File: config.mk
export PLATFORM = sky130hd
export DESIGN_NAME = keypad_scan
export DESIGN_NICKNAME = d
export VERILOG_FILES = /design/src/rtl/keypad_scan.sv
export SDC_FILE = /design/constraint.sdc
export NUM_CORES = 1
export LEC_CHECK = 0
export ABC_AREA = 1
export CAP_MARGIN = 5
export CORE_UTILIZATION = 50
export DETAILED_ROUTE_END_ITERATION = 8
export PLACE_DENSITY = 0.74
export SLEW_MARGIN = 20
export SYNTH_ARGS = -nofsm -noshare
export SYNTH_HDL_FRONTEND = slang
export SYNTH_SLANG_ARGS = --single-unit
export TNS_END_PERCENT = 100
File: constraint.sdc
create_clock -name clk -period 14.6 [get_ports clk]
set_input_delay 4.38 -clock clk [delete_from_list [all_inputs] [get_ports clk]]
set_output_delay 4.38 -clock clk [all_outputs]
set_load 0.02 [all_outputs]
File: src/rtl/keypad_scan.sv
`default_nettype none
//==============================================================================
// Module   : keypad_scan
// Purpose  : 4x4 hex keypad scanner with per-scan debounce and decimal entry.
// Revision : 1.0 - initial release
//==============================================================================
module keypad_scan #(
  parameter int SCAN_TICKS     = 100000,
  parameter int DEBOUNCE_SCANS = 4
) (
  input  logic        clk,
  input  logic        rst,
  input  logic [3:0]  row,
  output logic [3:0]  col,
  output logic        key_valid,
  output logic [3:0]  key_code,
  output logic        pressed,
  output logic [15:0] data_out
);

  localparam int c_tick_w = (SCAN_TICKS > 1) ? $clog2(SCAN_TICKS) : 1;
  localparam int c_cnt_w  = $clog2(DEBOUNCE_SCANS + 1);
  localparam logic [c_tick_w-1:0] c_tick_last = c_tick_w'(SCAN_TICKS - 1);
  localparam logic [c_cnt_w-1:0]  c_cnt_one   = c_cnt_w'(1);
  localparam logic [c_cnt_w-1:0]  c_cnt_max   = c_cnt_w'(DEBOUNCE_SCANS);

  typedef enum logic [1:0] {
    S_IDLE = 2'd0,
    S_CAND = 2'd1,
    S_HELD = 2'd2,
    S_REL  = 2'd3
  } state_t;

  logic [3:0]          r_row_s1;
  logic [3:0]          r_row_s2;
  logic [c_tick_w-1:0] r_tick;
  logic [1:0]          r_col_idx;
  logic [3:0]          r_snap0;
  logic [3:0]          r_snap1;
  logic [3:0]          r_snap2;
  state_t              r_state;
  logic [c_cnt_w-1:0]  r_cnt;
  logic [3:0]          r_cand;
  logic                r_acc;
  logic                r_rel_done;

  logic                w_sample;
  logic                w_scan_done;
  logic [15:0]         w_keys;
  logic [4:0]          w_nkeys;
  logic [3:0]          w_one_idx;
  logic                w_none;
  logic                w_one;
  logic [3:0]          w_code;
  logic [c_cnt_w-1:0]  w_cnt_inc;
  logic [16:0]         w_shift;
  logic [15:0]         w_wrap;
  logic [15:0]         w_div;

  // Key index is row*4 + col.
  function automatic logic [3:0] key_to_code(input logic [3:0] idx);
    logic [3:0] code;
    case (idx)
      4'd0:  code = 4'h1;
      4'd1:  code = 4'h2;
      4'd2:  code = 4'h3;
      4'd3:  code = 4'hA;
      4'd4:  code = 4'h4;
      4'd5:  code = 4'h5;
      4'd6:  code = 4'h6;
      4'd7:  code = 4'hB;
      4'd8:  code = 4'h7;
      4'd9:  code = 4'h8;
      4'd10: code = 4'h9;
      4'd11: code = 4'hC;
      4'd12: code = 4'h0;
      4'd13: code = 4'hF;
      4'd14: code = 4'hE;
      default: code = 4'hD;
    endcase
    return code;
  endfunction

  assign col         = ~(4'b0001 << r_col_idx);
  assign w_sample    = (r_tick == c_tick_last);
  assign w_scan_done = w_sample && (r_col_idx == 2'd3);

  always_ff @(posedge clk or negedge rst) begin
    if (!rst) begin
      r_row_s1 <= 4'hF;
      r_row_s2 <= 4'hF;
    end else begin
      r_row_s1 <= row;
      r_row_s2 <= r_row_s1;
    end
  end

  always_ff @(posedge clk or negedge rst) begin
    if (!rst) begin
      r_tick    <= '0;
      r_col_idx <= 2'd0;
      r_snap0   <= 4'h0;
      r_snap1   <= 4'h0;
      r_snap2   <= 4'h0;
    end else if (w_sample) begin
      r_tick    <= '0;
      r_col_idx <= r_col_idx + 2'd1;
      case (r_col_idx)
        2'd0:    r_snap0 <= ~r_row_s2;
        2'd1:    r_snap1 <= ~r_row_s2;
        2'd2:    r_snap2 <= ~r_row_s2;
        default: ;
      endcase
    end else begin
      r_tick <= r_tick + c_tick_w'(1);
    end
  end

  // The col3 sample is used live so the scan completes on its sample edge.
  always_comb begin
    for (int r = 0; r < 4; r++) begin
      w_keys[r*4 + 0] = r_snap0[r];
      w_keys[r*4 + 1] = r_snap1[r];
      w_keys[r*4 + 2] = r_snap2[r];
      w_keys[r*4 + 3] = ~r_row_s2[r];
    end
  end

  always_comb begin
    w_nkeys   = 5'd0;
    w_one_idx = 4'd0;
    for (int i = 0; i < 16; i++) begin
      if (w_keys[i]) begin
        w_nkeys   = w_nkeys + 5'd1;
        w_one_idx = 4'(i);
      end
    end
  end

  assign w_none    = (w_nkeys == 5'd0);
  assign w_one     = (w_nkeys == 5'd1);
  assign w_code    = key_to_code(w_one_idx);
  assign w_cnt_inc = r_cnt + c_cnt_w'(1);

  always_ff @(posedge clk or negedge rst) begin
    if (!rst) begin
      r_state    <= S_IDLE;
      r_cnt      <= '0;
      r_cand     <= 4'h0;
      r_acc      <= 1'b0;
      r_rel_done <= 1'b0;
    end else begin
      r_acc      <= 1'b0;
      r_rel_done <= 1'b0;
      if (w_scan_done) begin
        case (r_state)
          S_IDLE: begin
            if (w_one) begin
              r_cand <= w_code;
              if (DEBOUNCE_SCANS == 1) begin
                r_acc   <= 1'b1;
                r_state <= S_HELD;
              end else begin
                r_cnt   <= c_cnt_one;
                r_state <= S_CAND;
              end
            end
          end
          S_CAND: begin
            if (w_one && (w_code == r_cand)) begin
              if (w_cnt_inc == c_cnt_max) begin
                r_acc   <= 1'b1;
                r_state <= S_HELD;
              end else begin
                r_cnt <= w_cnt_inc;
              end
            end else if (w_one) begin
              r_cand <= w_code;
              r_cnt  <= c_cnt_one;
            end else begin
              r_state <= S_IDLE;
            end
          end
          S_HELD: begin
            if (w_none) begin
              if (DEBOUNCE_SCANS == 1) begin
                r_rel_done <= 1'b1;
                r_state    <= S_IDLE;
              end else begin
                r_cnt   <= c_cnt_one;
                r_state <= S_REL;
              end
            end
          end
          S_REL: begin
            if (w_none) begin
              if (w_cnt_inc == c_cnt_max) begin
                r_rel_done <= 1'b1;
                r_state    <= S_IDLE;
              end else begin
                r_cnt <= w_cnt_inc;
              end
            end else begin
              r_state <= S_HELD;
            end
          end
          default: r_state <= S_IDLE;
        endcase
      end
    end
  end

  // 9999*10 + 9 needs 17 bits before the modulo.
  assign w_shift = 17'(data_out) * 17'd10 + 17'(r_cand);
  assign w_wrap  = 16'(w_shift % 17'd10000);
  assign w_div   = data_out / 16'd10;

  always_ff @(posedge clk or negedge rst) begin
    if (!rst) begin
      key_valid <= 1'b0;
      key_code  <= 4'h0;
      pressed   <= 1'b0;
      data_out  <= 16'd0;
    end else begin
      key_valid <= r_acc;
      if (r_acc) begin
        key_code <= r_cand;
        pressed  <= 1'b1;
        if (r_cand <= 4'd9) begin
          data_out <= w_wrap;
        end else if (r_cand == 4'hB) begin
          data_out <= w_div;
        end else if (r_cand == 4'hC) begin
          data_out <= 16'd0;
        end
      end else if (r_rel_done) begin
        pressed <= 1'b0;
      end
    end
  end

endmodule
`default_nettype wire

==> reports/results.md, run 1 <==
| Metric | Value | Unit |
|:---|:---|:---|
| Least-Margin Pin Slew | 917.3 | ps |
| Clock tree from TritonCTS | yes | - |
| Yosys top cell area share | 20.06 | % |
| Met1 track utilization from global routing | 27.50 | % |
| Synth Area in Compound Gates | 10.67 | % |
| Routed WL per cell | 11.41 | um |
| Path length in cells of the critical path | 53 | - |
| GP Congestion | 0.8255 | - |
| Type of the worst setup path | flip-flop to flip-flop | - |
| Top Layout Cells | 383 x sky130_fd_sc_hd__nand2_1, 197 x sky130_fd_sc_hd__inv_1, 101 x sky130_fd_sc_hd__nor2_1, 99 x sky130_fd_sc_hd__nand3_1, 64 x sky130_fd_sc_hd__dfrtp_1 | - |
| Flop pwr share | 45.0 | % |
| Largest regs | r_tick (17), data_out (16) | - |
| Number of flip-flops under the largest register name | 17 | - |
| Mux contribution to synthesized area | 0 | % |
| R2R setup slack | 5980 | ps |
| Non-clock inverters | 212 | - |
| Filler cell count | 1489 | - |
| Floorplan core area | 15370 | um2 |
| Highest-power group | clock | - |
| Area share of xor/xnor cells in the synthesized design | 7.225 | % |
| Top post-synthesis cells by area | sky130_fd_sc_hd__dfrtp_1 20%, sky130_fd_sc_hd__nand2_1 18%, sky130_fd_sc_hd__inv_1 9.3%, sky130_fd_sc_hd__ha_1 8.5%, sky130_fd_sc_hd__nand3_1 6.2% | - |
| Combinational Power Share | 6.0 | % |
| Met3 WL | 471 | um |
| Hold WS | 354.5 | ps |
| Violation count after the first detailed-route iteration | 367 | - |
| Area Growth Syn to Fin | 10.17 | % |
| Largest net degree at the start of global routing | 73 | - |
| Reg-to-Reg Start | r_snap1[0] | - |
| CTS Root Cell | sky130_fd_sc_hd__clkbuf_16 | - |
| Number of hold violations in the final report | 0 | - |
| Area of the synthesized netlist per yosys stat | 7984 | um2 |
| Proportion of total power due to net switching | 24.18 | % |
| Netlist area before placement | 7984 | um2 |
| Asr flop ratio synth | 100.0 | % |
| F_max | 116.0 | MHz |
| Number of cells traversed by the worst hold path | 0 | - |
| Min cycle time layout | 8624 | ps |
| Total power of the final layout | 451.2 | uW |
| Total global routing track utilization | 22.34 | % |
| Smallest setup slack after layout | 5976 | ps |
| Post-CTS repair timing setup buffer count | 0 | - |
| Maximum buffer depth of the clock tree | 2 | - |
| Placement-stage worst setup slack | 5941 | ps |
| Post-layout net count | 1357 | - |
| Met2 GRT Util | 40.76 | % |
| First-pass GRT wire length | 30220 | um |
| Final Cell Area | 8796 | um2 |
| Crit path largest cell delay | 370 | ps |
| Max H-tree Level | 3 | - |
| Total global routing overflow | 0 | - |
| CTS clock-pin slew for the worst setup and hold paths | 60 | ps |
| Element type at the critical path start | flip-flop | - |
| OpenROAD warnings | 33 | - |
| Data required time of the critical path | 14870 | ps |
| Top delay family on crit path | adder cells | - |
| Total nets after synthesis | 1326 | - |
| Vias per Instance | 5.083 | - |
| Slew Limit Headroom | 38.85 | % |
| Endpoint arrival time on the critical path | 8890 | ps |
| Result of the run | finished clean | - |
| Worst R2R Path Depth | 53 | - |
| Number of instances in the synthesized netlist | 1264 | - |
| Placed cell area | 8499 | um2 |
| Final number of max-transition violations | 0 | - |
| Data-path buffer share of cell area in the final layout | 3.585 | % |
| Synthesized-area fraction occupied by adder cells | 8.964 | % |
| Static leakage power | 0.004978 | uW |
| Cell type of the slowest stage on the worst timing path | sky130_fd_sc_hd__dfrtp_1 | - |
| Top layer reached by signal wires | met4 | - |
| Comb pwr | 27.1 | uW |
| Number of maximum-capacitance constraint violations | 0 | - |
| Overall via count from detail_route | 7681 | - |
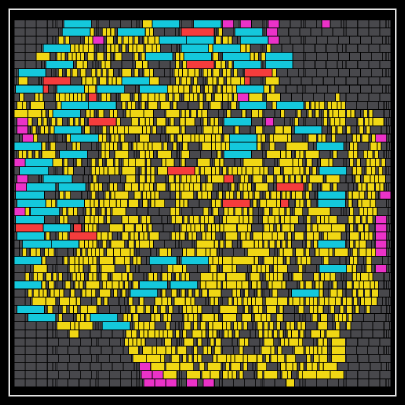
Run 1: cell classes on the final placement
Scale: 3 px per um. Fill, decap, tap and diode cells in gray.
color	class	cells
red	clock drivers and dummy loads	16
magenta	remaining buffers and delay cells	32
cyan	sequential cells	72
yellow	combinational and other logic	1180
standard-cell rows: 45
Final Core Density: 57.22%
flop share of the area: 20.60%

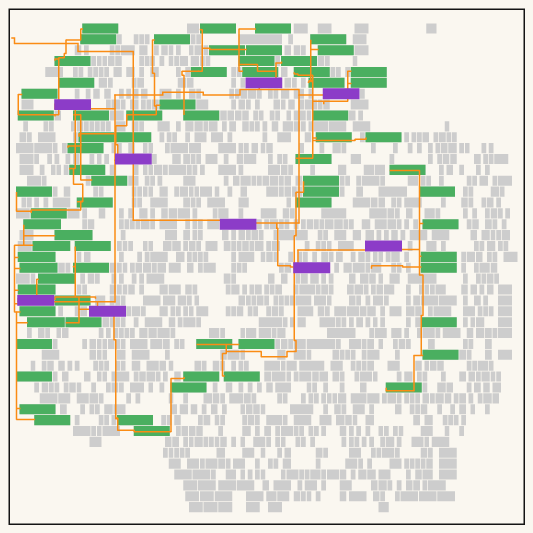
Run 1: routed clock nets over the placement
Scale: 4 px per um.
[green] flip-flops | count: 72
[purple] clock drivers | count: 9
[orange] clock wires | length: 1070 um
routed clock nets	10
flops lie	spread over the die
share of power burned in the clock network: 49.0%
Worst-Skew Late Latency: 350 ps
clock network power: 221 uW

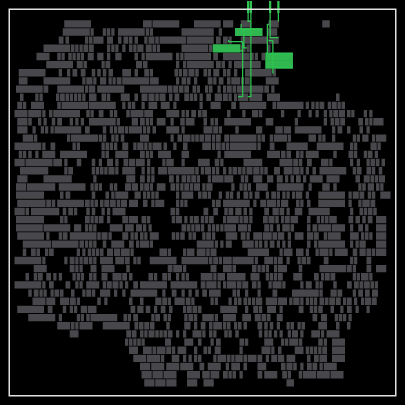
Run 1: wires at chosen ports, followed through buffers
Scale: 3 px per um.
color	port	bits	direction	edge	end cells	buffers	wire
green	key_code	4	output	top	4	4	128 um
number of port buffers: 31
top-level port count: 32

==> inputs of run 2 (changes only) <==
==> constraint.sdc (replaced) <==
create_clock -name clk -period 8.4 [get_ports clk]
set_input_delay 2.52 -clock clk [delete_from_list [all_inputs] [get_ports clk]]
set_output_delay 2.52 -clock clk [all_outputs]
set_load 0.02 [all_outputs]
==> reports/results.md, run 2 <==
| Metric | Value | Unit | vs previous |
|:---|:---|:---|:---|
| Result of the run | finished clean | - |  |
| Data required time of the critical path | 8680 | ps | -6190 ps |
| Worst R2R Path Depth | 51 | - | -3.8% |
| Highest-power group | clock | - |  |
| Flop pwr share | 44.3 | % | -0.7 points |
| Number of maximum-capacitance constraint violations | 0 | - | unchanged |
| First-pass GRT wire length | 30780 | um | +1.9% |
| Maximum buffer depth of the clock tree | 2 | - | unchanged |
| Number of cells traversed by the worst hold path | 0 | - | unchanged |
| Number of instances in the synthesized netlist | 1264 | - | unchanged |
| Element type at the critical path start | flip-flop | - |  |
| Synthesized-area fraction occupied by adder cells | 8.964 | % | unchanged |
| Floorplan core area | 15370 | um2 | unchanged |
| Clock tree from TritonCTS | yes | - |  |
| Endpoint arrival time on the critical path | 8340 | ps | -550 ps |
| Largest regs | r_tick (17), data_out (16) | - |  |
| Number of flip-flops under the largest register name | 17 | - | unchanged |
| Placement-stage worst setup slack | -99.93 | ps | -6041 ps |
| Largest net degree at the start of global routing | 73 | - | unchanged |
| Type of the worst setup path | flip-flop to flip-flop | - |  |
| Share of power burned in the clock network | 48.2 | % | -0.8 points |
| Post-CTS repair timing setup buffer count | 0 | - | unchanged |
| Least-Margin Pin Slew | 916.4 | ps | -0.9489 ps |
| R2R setup slack | 350 | ps | -5630 ps |
| Worst-Skew Late Latency | 350 | ps | about the same |
| Data-path buffer share of cell area in the final layout | 4.132 | % | +0.55 points |
| CTS Root Cell | sky130_fd_sc_hd__clkbuf_16 | - |  |
| OpenROAD warnings | 33 | - | unchanged |
| Routed WL per cell | 11.59 | um | +1.5% |
| Max H-tree Level | 3 | - | unchanged |
| Post-layout net count | 1364 | - | +0.52% |
| Slew Limit Headroom | 38.91 | % | +0.063 points |
| Met3 WL | 415 | um | -12% |
| Filler cell count | 1456 | - | -2.2% |
| Area Growth Syn to Fin | 12.63 | % |  |
| Number of hold violations in the final report | 0 | - | unchanged |
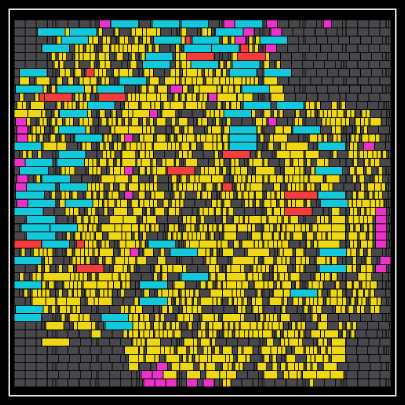
Run 2: cell classes on the final placement
Scale: 3 px per um. Fill, decap, tap and diode cells in gray.
color	class	cells
cyan	sequential cells	72
magenta	remaining buffers and delay cells	39
yellow	combinational and other logic	1180
red	clock drivers and dummy loads	16
Final Cell Area: 8992 um2
Final Core Density: 58.50%

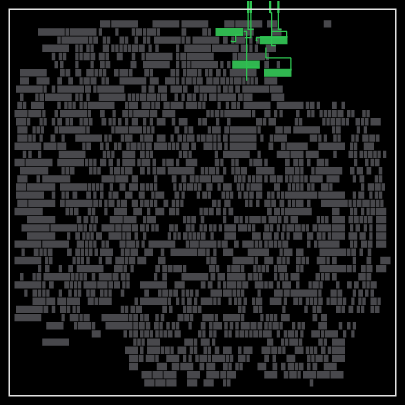
Run 2: wires at chosen ports, followed through buffers
Scale: 3 px per um.
color	port	bits	direction	edge	end cells	buffers	wire
green	key_code	4	output	top	4	4	102 um

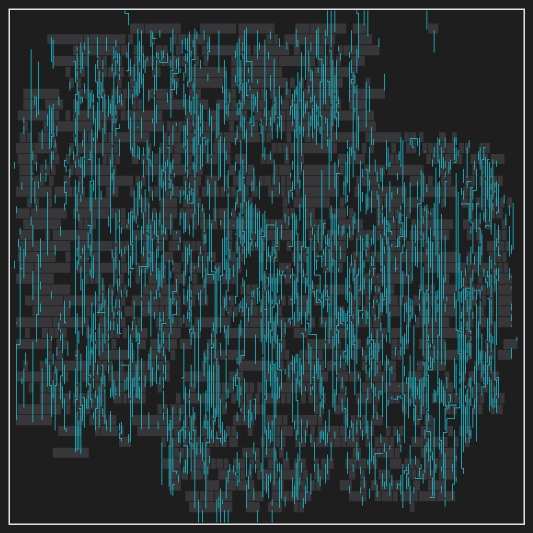
Run 2: M2 wires
Scale: 4 px per um.
main direction	vertical
wire length on this layer	8520 um
nets with wire on the layer	1079
share of all routed wire	48%
met2 GRT Util: 41.43%
overall via count from detail_route: 7676
wire length after detailed routing: 17590 um

Power figures rest on the tool's default switching activity, not on a simulated workload.
